**Run 1: clock wiring as the flow saved it**

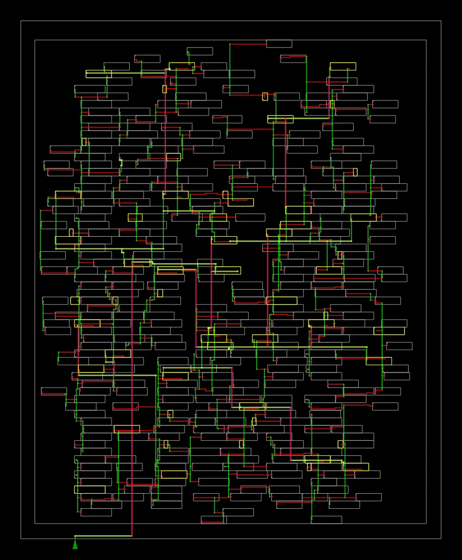
**Run 1: clock network drawn from the DEF**

The bar under the picture is 50 µm long.
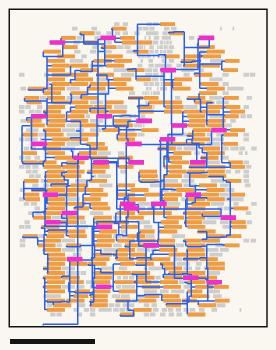
**Run 1: where the registers sit**

The bar under the picture is 50 µm long.
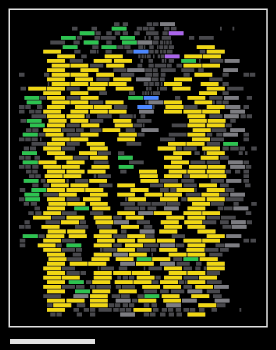
**Run 1: cell sizes after repair**

The bar under the picture is 50 µm long.
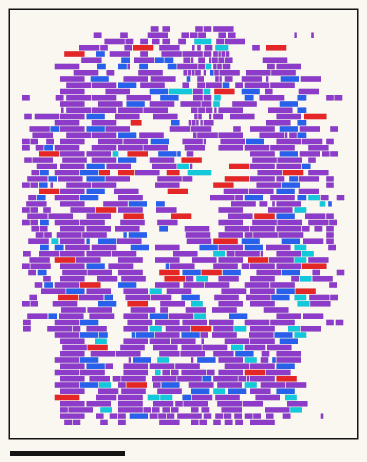
## config.mk

```make
export PLATFORM = sky130hd
export DESIGN_NAME = checkpoint_writer
export DESIGN_NICKNAME = d
export VERILOG_FILES = /design/src/rtl/ckpt_pkg.sv /design/src/rtl/ckpt_fifo.sv /design/src/rtl/checkpoint_writer.sv
export SDC_FILE = /design/constraint.sdc
export NUM_CORES = 1
export LEC_CHECK = 0
export CAP_MARGIN = 20
export CORE_ASPECT_RATIO = 1.25
export CORE_MARGIN = 5
export CORE_UTILIZATION = 50
export DETAILED_ROUTE_END_ITERATION = 12
export PLACE_DENSITY = 0.81
export SYNTH_ARGS = -nofsm -noshare
export SYNTH_HDL_FRONTEND = slang
export SYNTH_SLANG_ARGS = --single-unit
```

## constraint.sdc

```tcl
create_clock -name clk -period 11.65 [get_ports clk]
set_clock_uncertainty 0.05 [all_clocks]
set_input_delay 3.495 -clock clk [delete_from_list [all_inputs] [get_ports clk]]
set_output_delay 3.495 -clock clk [all_outputs]
set_load 0.005 [all_outputs]
```

## src/rtl/ckpt_pkg.sv

```systemverilog
// Shared FSM encoding and constants for the checkpoint store journal.
package ckpt_pkg;

  typedef enum logic [1:0] {
    ST_RUN      = 2'd0,
    ST_ROLLBACK = 2'd1,
    ST_HOLD     = 2'd2
  } ckpt_state_t;

  localparam int unsigned CKPT_DEPTH_DEFAULT = 4;
  localparam logic [2:0]  VOTE_UNANIMOUS     = 3'b000;

endpackage

```

## src/rtl/ckpt_fifo.sv

```systemverilog
// Circular store journal with write, commit and read pointers, each carrying a wrap bit.
// Optional feature: CKPT_PARITY_EN stores one even-parity bit per entry.
module ckpt_fifo
  import ckpt_pkg::*;
#(
  parameter int unsigned DEPTH  = CKPT_DEPTH_DEFAULT,
  parameter int unsigned DATA_W = 32
) (
  input  logic              clk,
  input  logic              rst,
  input  logic              push,
  input  logic [DATA_W-1:0] push_addr,
  input  logic [DATA_W-1:0] push_data,
  input  logic              commit,
  input  logic              rollback,
  input  logic              pop,
  output logic [DATA_W-1:0] pop_addr,
  output logic [DATA_W-1:0] pop_data,
  output logic              pop_ok,
  output logic [4:0]        count,
  output logic              full,
  output logic              avail
);

  localparam int unsigned IW = $clog2(DEPTH);
  localparam int unsigned AW = IW + 1;
`ifdef CKPT_PARITY_EN
  localparam int unsigned EW = 2 * DATA_W + 1;
`else
  localparam int unsigned EW = 2 * DATA_W;
`endif
  localparam logic [AW-1:0] PTR_ONE  = {{IW{1'b0}}, 1'b1};
  localparam logic [4:0]    FULL_CNT = 5'(DEPTH);

  logic [EW-1:0] mem [DEPTH];
  logic [AW-1:0] wr_ptr;
  logic [AW-1:0] commit_ptr;
  logic [AW-1:0] rd_ptr;
  logic [AW-1:0] wr_next;
  logic [AW-1:0] ptr_diff;
  logic [EW-1:0] wr_entry;
  logic [EW-1:0] rd_entry;

  assign wr_next  = wr_ptr + PTR_ONE;
  assign ptr_diff = wr_ptr - rd_ptr;
  assign count    = 5'(ptr_diff);
  assign full     = (count == FULL_CNT);
  assign avail    = (rd_ptr != commit_ptr);

  assign rd_entry = mem[rd_ptr[IW-1:0]];
  assign pop_addr = rd_entry[2*DATA_W-1:DATA_W];
  assign pop_data = rd_entry[DATA_W-1:0];

`ifdef CKPT_PARITY_EN
  // Even parity: the XOR over the whole stored word is zero when intact.
  assign wr_entry = {^{push_addr, push_data}, push_addr, push_data};
  assign pop_ok   = ~(^rd_entry);
`else
  assign wr_entry = {push_addr, push_data};
  assign pop_ok   = 1'b1;
`endif

  always_ff @(posedge clk) begin
    if (push) begin
      mem[wr_ptr[IW-1:0]] <= wr_entry;
    end
  end

  always_ff @(posedge clk or posedge rst) begin
    if (rst) begin
      wr_ptr     <= '0;
      commit_ptr <= '0;
      rd_ptr     <= '0;
    end else begin
      if (rollback) begin
        wr_ptr <= commit_ptr;
      end else if (push) begin
        wr_ptr <= wr_next;
      end
      // A commit covers a push made in the same cycle.
      if (commit) begin
        commit_ptr <= push ? wr_next : wr_ptr;
      end
      if (pop) begin
        rd_ptr <= rd_ptr + PTR_ONE;
      end
    end
  end

endmodule

```

## src/rtl/checkpoint_writer.sv

```systemverilog
// Journals voted stores, drains committed ones to the Recovery_Register, rolls back on mismatch.
// Optional feature: CKPT_PARITY_EN enables per-entry parity checking at drain.
module checkpoint_writer
  import ckpt_pkg::*;
#(
  parameter int unsigned DEPTH  = CKPT_DEPTH_DEFAULT,
  parameter int unsigned DATA_W = 32
) (
  input  logic              clk,
  input  logic              rst_in,
  input  logic              MemWrite,
  input  logic [DATA_W-1:0] ALUResult,
  input  logic [DATA_W-1:0] RD2_Top,
  input  logic [2:0]        Voter_state,
  input  logic              Recovery_mode,
  input  logic              commit,
  output logic              rec_WE,
  output logic [DATA_W-1:0] rec_A,
  output logic [DATA_W-1:0] rec_WD,
  output logic              hold_req,
  output logic [4:0]        journal_count,
  output logic              overflow_err,
  output logic              parity_err
);

  ckpt_state_t       state;
  logic              mismatch;
  logic              in_run;
  logic              do_pop;
  logic              do_push;
  logic              do_commit;
  logic              do_rollback;
  logic              lost_store;
  logic [DATA_W-1:0] fifo_addr;
  logic [DATA_W-1:0] fifo_data;
  logic              fifo_ok;
  logic [4:0]        fifo_count;
  logic              fifo_full;
  logic              fifo_avail;

  ckpt_fifo #(
    .DEPTH (DEPTH),
    .DATA_W(DATA_W)
  ) u_fifo (
    .clk      (clk),
    .rst      (rst_in),
    .push     (do_push),
    .push_addr(ALUResult),
    .push_data(RD2_Top),
    .commit   (do_commit),
    .rollback (do_rollback),
    .pop      (do_pop),
    .pop_addr (fifo_addr),
    .pop_data (fifo_data),
    .pop_ok   (fifo_ok),
    .count    (fifo_count),
    .full     (fifo_full),
    .avail    (fifo_avail)
  );

  // Drain pauses as soon as recovery is requested so HOLD never sees a write.
  // A drain frees a slot, so a store is accepted even while full.
  always_comb begin
    mismatch    = (Voter_state != VOTE_UNANIMOUS);
    in_run      = (state == ST_RUN);
    do_pop      = in_run && !Recovery_mode && fifo_avail;
    do_push     = in_run && MemWrite && !mismatch && (!fifo_full || do_pop);
    do_commit   = in_run && commit && !mismatch;
    do_rollback = (state == ST_ROLLBACK);
    lost_store  = in_run && MemWrite && !mismatch && fifo_full && !do_pop;
  end

  assign hold_req      = fifo_full;
  assign journal_count = fifo_count;

  always_ff @(posedge clk or posedge rst_in) begin
    if (rst_in) begin
      state        <= ST_RUN;
      rec_WE       <= 1'b0;
      rec_A        <= '0;
      rec_WD       <= '0;
      overflow_err <= 1'b0;
`ifdef CKPT_PARITY_EN
      parity_err   <= 1'b0;
`endif
    end else begin
      rec_WE <= 1'b0;
      if (do_pop) begin
        rec_WE <= fifo_ok;
        rec_A  <= fifo_addr;
        rec_WD <= fifo_data;
`ifdef CKPT_PARITY_EN
        if (!fifo_ok) parity_err <= 1'b1;
`endif
      end
      if (lost_store) overflow_err <= 1'b1;
      case (state)
        ST_RUN: begin
          if (mismatch)           state <= ST_ROLLBACK;
          else if (Recovery_mode) state <= ST_HOLD;
        end
        ST_ROLLBACK: state <= Recovery_mode ? ST_HOLD : ST_RUN;
        ST_HOLD:     if (!Recovery_mode) state <= ST_RUN;
        default:     state <= ST_RUN;
      endcase
    end
  end

`ifndef CKPT_PARITY_EN
  assign parity_err = 1'b0;
`endif

endmodule
```

==> impl_metrics.csv, run 1 <==
group,metric,value,unit
run_status,status,"finished, final reports clean",
finish,final_cell_mix,"edfxtp_1 (256), clkdlybuf4s50_1 (141), dfrtp_1 (75), mux4_2 (64), mux2_2 (35)",
clock_tree,cts_tree,"done",
sta,setup-tns-final,0,ns
worst_setup_path,critPathTopFamily,"flip-flops",
route,finalWirelength,22.64,mm
power,p_sw,0.9372,mW
synthesis,ys_async_sr_fraction,0.2312,
power,comb_cell_power,1.05,mW
power,power.internal,2.704,mW
min_path,hp-class,"register to register",
grt,grt.total_usage,0.1644,
power,total_power,3.641,mW
grt,grt_max_degree,78,
clock_tree,clk_pin_slew,0.07,ns
sta,final-setup-viol-count,0,
min_path,hold_path_depth,1,
synthesis,netlist_area,12450,µm²
clock_tree,cts_hold_buf,0,
worst_setup_path,r2r_start,"u_fifo.rd_ptr[1]",
die,die_area,28180,µm²
synthesis,flop_cell,"edfxtp_1",
worst_setup_path,reg2reg_to,"u_fifo.mem[0][38]",
placement,place_area,14200,µm²
placement,placedCellCount,997,
synthesis,synth_cells,545,
die,fp_util,0.5082,
worst_setup_path,reg2reg_depth,5,
grt,grt.busiest_layer,"met2",
route,first_pass_iters,4,
worst_setup_path,slowest_stage,"dfrtp_4",
route,wl_met1,8.870,mm
worst_setup_path,endpoint_kind,"primary output",
worst_setup_path,cp_num_buf_inv,1,
sta,rsz0062_at_grt,"no",
power,pwr.group.clock,0.985,mW
clock_tree,postCtsResizedCells,0,
power,combPwrFrac,0.287,
finish,antenna_cells,0,
sta,hold_viol,0,
job,max-cap-violations,0,
route,first_iter_violations,318,
sta,slew_violations,0,
grt,grt_util_met1,0.2124,
min_path,whs_endpoint,"overflow_err",
synthesis,syn_avg_cell_area,22.85,µm²
synthesis,ys_cells,545,
route,ant_nets,0,
finish,mostFrequentLayoutCell,"edfxtp_1",
finish,stdcell_count,1055,
die,ios,145,
sta,max_slew_margin,0.3082,
worst_setup_path,crit_cells,4,
worst_setup_path,worstPathArrival,3.42,ns
route,viasPerCell,5.381,
placement,hpwl,13.56,mm
power,leakage,5.245,nW
sta,layout_min_cycle_time,6.967,ns
## Picture notes: 'clock wiring as the flow saved it'
num sequential: 333
Latency at later pin: 0.54 ns

## Picture notes: 'clock network drawn from the DEF'
Key: clock drivers = magenta [count 30]; clock wires = blue [length 3,440 µm]; flip-flops = orange [count 333]
There are 31 routed clock nets.

## Picture notes: 'where the registers sit'
Key: u_fifo.commit_ptr = blue [placed flops 3]; rec_A = green [placed flops 32]; state = purple [placed flops 2]; u_fifo.mem = yellow [placed flops 256]
sequential power: 1.61 mW
register area: 9622 µm²
Util after Layout: 0.6222
sequential share of cell area: 0.6311

## Picture notes: 'cell sizes after repair'
Key: _3 and _4 cells = cyan [cells 42, share 5.8%]; _6 and larger = red [cells 39, share 5.4%]; _2 cells = blue [cells 109, share 15%]; _0 and _1 cells = purple [cells 535, share 74%]
Layout area overhead: 22.43%
post-route design area: 15,250 µm²
Non-clk bufs: 147
Final WS setup: 4.683 ns

run 1: final cells by class:
type / count / area [µm²]
Multi-Input combinational cell: 182 / 2694
Timing Repair Buffer: 147 / 1489
Sequential cell: 333 / 9622
Clock buffer: 41 / 812.0
Inverter: 7 / 28.78
Fill cell: 1709 / 9258
Clock inverter: 15 / 187.7
Tap cell: 330 / 412.9
run 1: cell families (layout without fill, tap and decap cells):
| kind of cell | count (synthesis) | count (layout) | synth area share |
|---|---|---|---|
| compound gates | 11 | 11 | 0.006430 |
| buf+inv | 32 | 210 | 0.01376 |
| simple gates | 21 | 21 | 0.008341 |
| xor+xnor | 9 | 9 | 0.006330 |
| mux | 131 | 131 | 0.1852 |
| flops | 333 | 333 | 0.7720 |
| other cells | 1 | 3 | 0.0003011 |
| fa+ha+maj | 7 | 7 | 0.007636 |
**Run 1: layout detail**

Region (98, 32) to (128, 62) µm. Cells in gray, sequential cells in the stronger gray; small squares are vias.
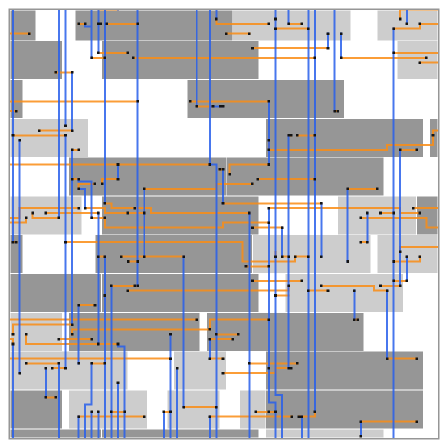

==> run 2, diff against run 1 <==
Clock period 11.65 ns to 6.5 ns, I/O delays scaled along.
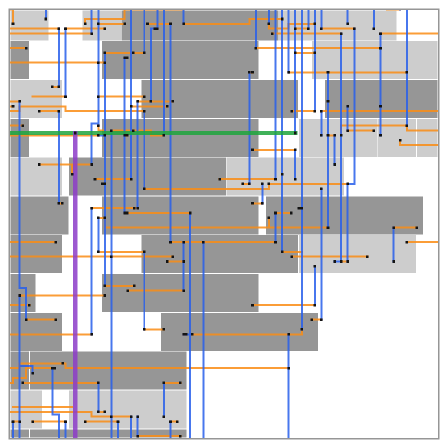
**Above:** run 2 (layout detail).
Region (98, 32) to (128, 62) µm. Cells in gray, sequential cells in the stronger gray; small squares are vias.
Key: metal 4 = purple; metal 2 = blue; metal 3 = green; metal 1 = orange
20 logic cells have their middle in the window. Most frequent: edfxtp_1 (11), mux4_2 (4), buf_4 (2). Sequential cells in the window: 12. Netlist names of flops here include u_fifo.mem (11), rec_WD (1).

==> run 2 against run 1 <==
  * Utilization up 0.071 points
  * Register-to-register slack worse by 5.2 ns
  * Power up 83%
  * Worst hold slack about the same
  * Wire length up 3.7%
  * Sequential cell count unchanged
  * Cell area up 0.11%
  * Worst setup slack worse by 3.6 ns
  * Sequential share of layout area down 0.072 points
  * Critical path depth unchanged
==> impl_metrics.csv, run 2 <==
group,metric,value,unit
run_status,status,"finished, final reports clean",
route,first_pass_iters,4,
finish,top_area_cell_class,"flip-flops and latches",
route,met2_length,12.42,mm
synthesis,compound_area_frac,0.006430,
job,max-cap-violations,0,
grt,grt.total_usage,0.1671,
die,ios,145,
die,fp_util,0.5082,
finish,antenna_cells,0,
synthesis,ys_async_sr_fraction,0.2312,
die,die_area,28180,µm²
finish,register_area,9622,µm²
power,p_sw,1.695,mW
synthesis,synth_cells,545,
die,n_tap_cell,330,
worst_setup_path,worstPathArrival,3.44,ns
placement,hpwl,14.26,mm
min_path,hp-class,"register to register",
finish,seq_area_frac,0.6304,
sta,setup-tns-final,0,ns
clock_tree,postCtsResizedCells,0,
route,ant_nets,0,
grt,grt_util_met1,0.2194,
power,seq_cell_power,2.90,mW
finish,clock_buffers,34,
synthesis,synth-xor-area-share,0.006330,
synthesis,mux_share,0.1852,
power,comb_cell_power,1.86,mW
worst_setup_path,reg2reg_to,"rec_WD[28]",
route,first_iter_violations,397,
finish,comb_area,2694,µm²
finish,n_fill_cell,1650,
worst_setup_path,endpoint_kind,"primary output",
finish,final_cell_mix,"edfxtp_1 (256), clkdlybuf4s50_1 (141), dfrtp_1 (75), mux4_2 (64), mux2_2 (35)",
worst_setup_path,cp_max_fo,68,
min_path,whs_endpoint,"rec_WD[4]",
worst_setup_path,reg2reg_depth,5,
finish,design.seq.count,333,
power,power.internal,4.953,mW
route,finalWirelength,23.48,mm
synthesis,syn_avg_cell_area,22.85,µm²
worst_setup_path,r2r_start,"u_fifo.rd_ptr[1]",
finish,comb-cell-share,0.1765,
synthesis,ys_sh_adder,0.007636,
synthesis,top_cell_area_share,0.6173,
power,combPwrFrac,0.280,
sta,max_slew_margin,0.3140,
power,leakage,5.248,nW
finish,layout.nonclk_buf_frac,0.09443,
sta,hold_viol,0,
synthesis,simple_gate_area_frac,0.008339,
clock_tree,worstSkewPairLatency,0.53,ns
clock_tree,clk_pin_slew,0.06,ns
power,pwr.group.clock,1.89,mW
synthesis,top_logic_kind,"multiplexers",
sta,fin_crit_sh,0.8373,
finish,comb.multi_input.count,182,
finish,clk_share,0.06976,
sta,slew_violations,0,
clock_tree,cts_hold_buf,0,
grt,grt.busiest_layer,"met2",
route,wl_met1,9.216,mm
clock_tree,cts_tree,"done",
sta,final-setup-viol-count,0,
grt,grt_max_degree,69,
synthesis,flop_cell,"edfxtp_1",
min_path,hold_path_depth,1,
synthesis,common_cells,"edfxtp_1 (256), dfrtp_1 (77), mux4_2 (64)",
synthesis,ys_cells,545,
finish,nonClockInverterCount,7,
sta,layout_min_cycle_time,5.443,ns
route,viasPerCell,5.423,
sta,rsz0062_at_grt,"no",
finish,mostFrequentLayoutCell,"edfxtp_1",
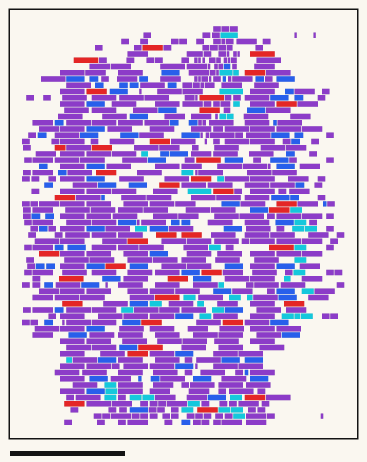
**Above:** run 2 (cell sizes after repair).
The bar under the picture is 50 µm long.
Key: _6 and larger = red [cells 38, share 5.3%]; _3 and _4 cells = cyan [cells 46, share 6.4%]; _0 and _1 cells = purple [cells 530, share 74%]; _2 cells = blue [cells 106, share 15%]
Non-clk bufs: 145
Final WS setup: 1.057 ns
Layout area overhead: 22.57%
post-route design area: 15,260 µm²

## run 2: cell count changes in the layout (fill, tap and decap cells not counted), moves of 3 or more
| cell | change |
|---|---|
| bufinv_16 | +4 |
| clkbuf_1 | -5 |
| clkinv_2 | -3 |
| clkinv_4 | +3 |
## run 2: stage by stage
stage	util	cell area (µm²)	instances	total power, mW
after CTS	0.6229	15260	1050	6.727
after global placement	0.5795	14200	997	4.751
after detailed placement	0.5795	14200	997	4.822
after floorplan	-	12460	547	3.990
final	0.6229	15260	1050	6.648
after global routing	0.6229	15260	1050	6.943
## run 2: worst max-delay path, cell delays in order (launching register included)
cell and delay [ns]:
dfrtp_4 0.85, fa_1 0.59, xnor2_1 0.30, mux2i_1 0.55, clkdlybuf4s50_1 0.62
Power and IR drop assume default switching activity.
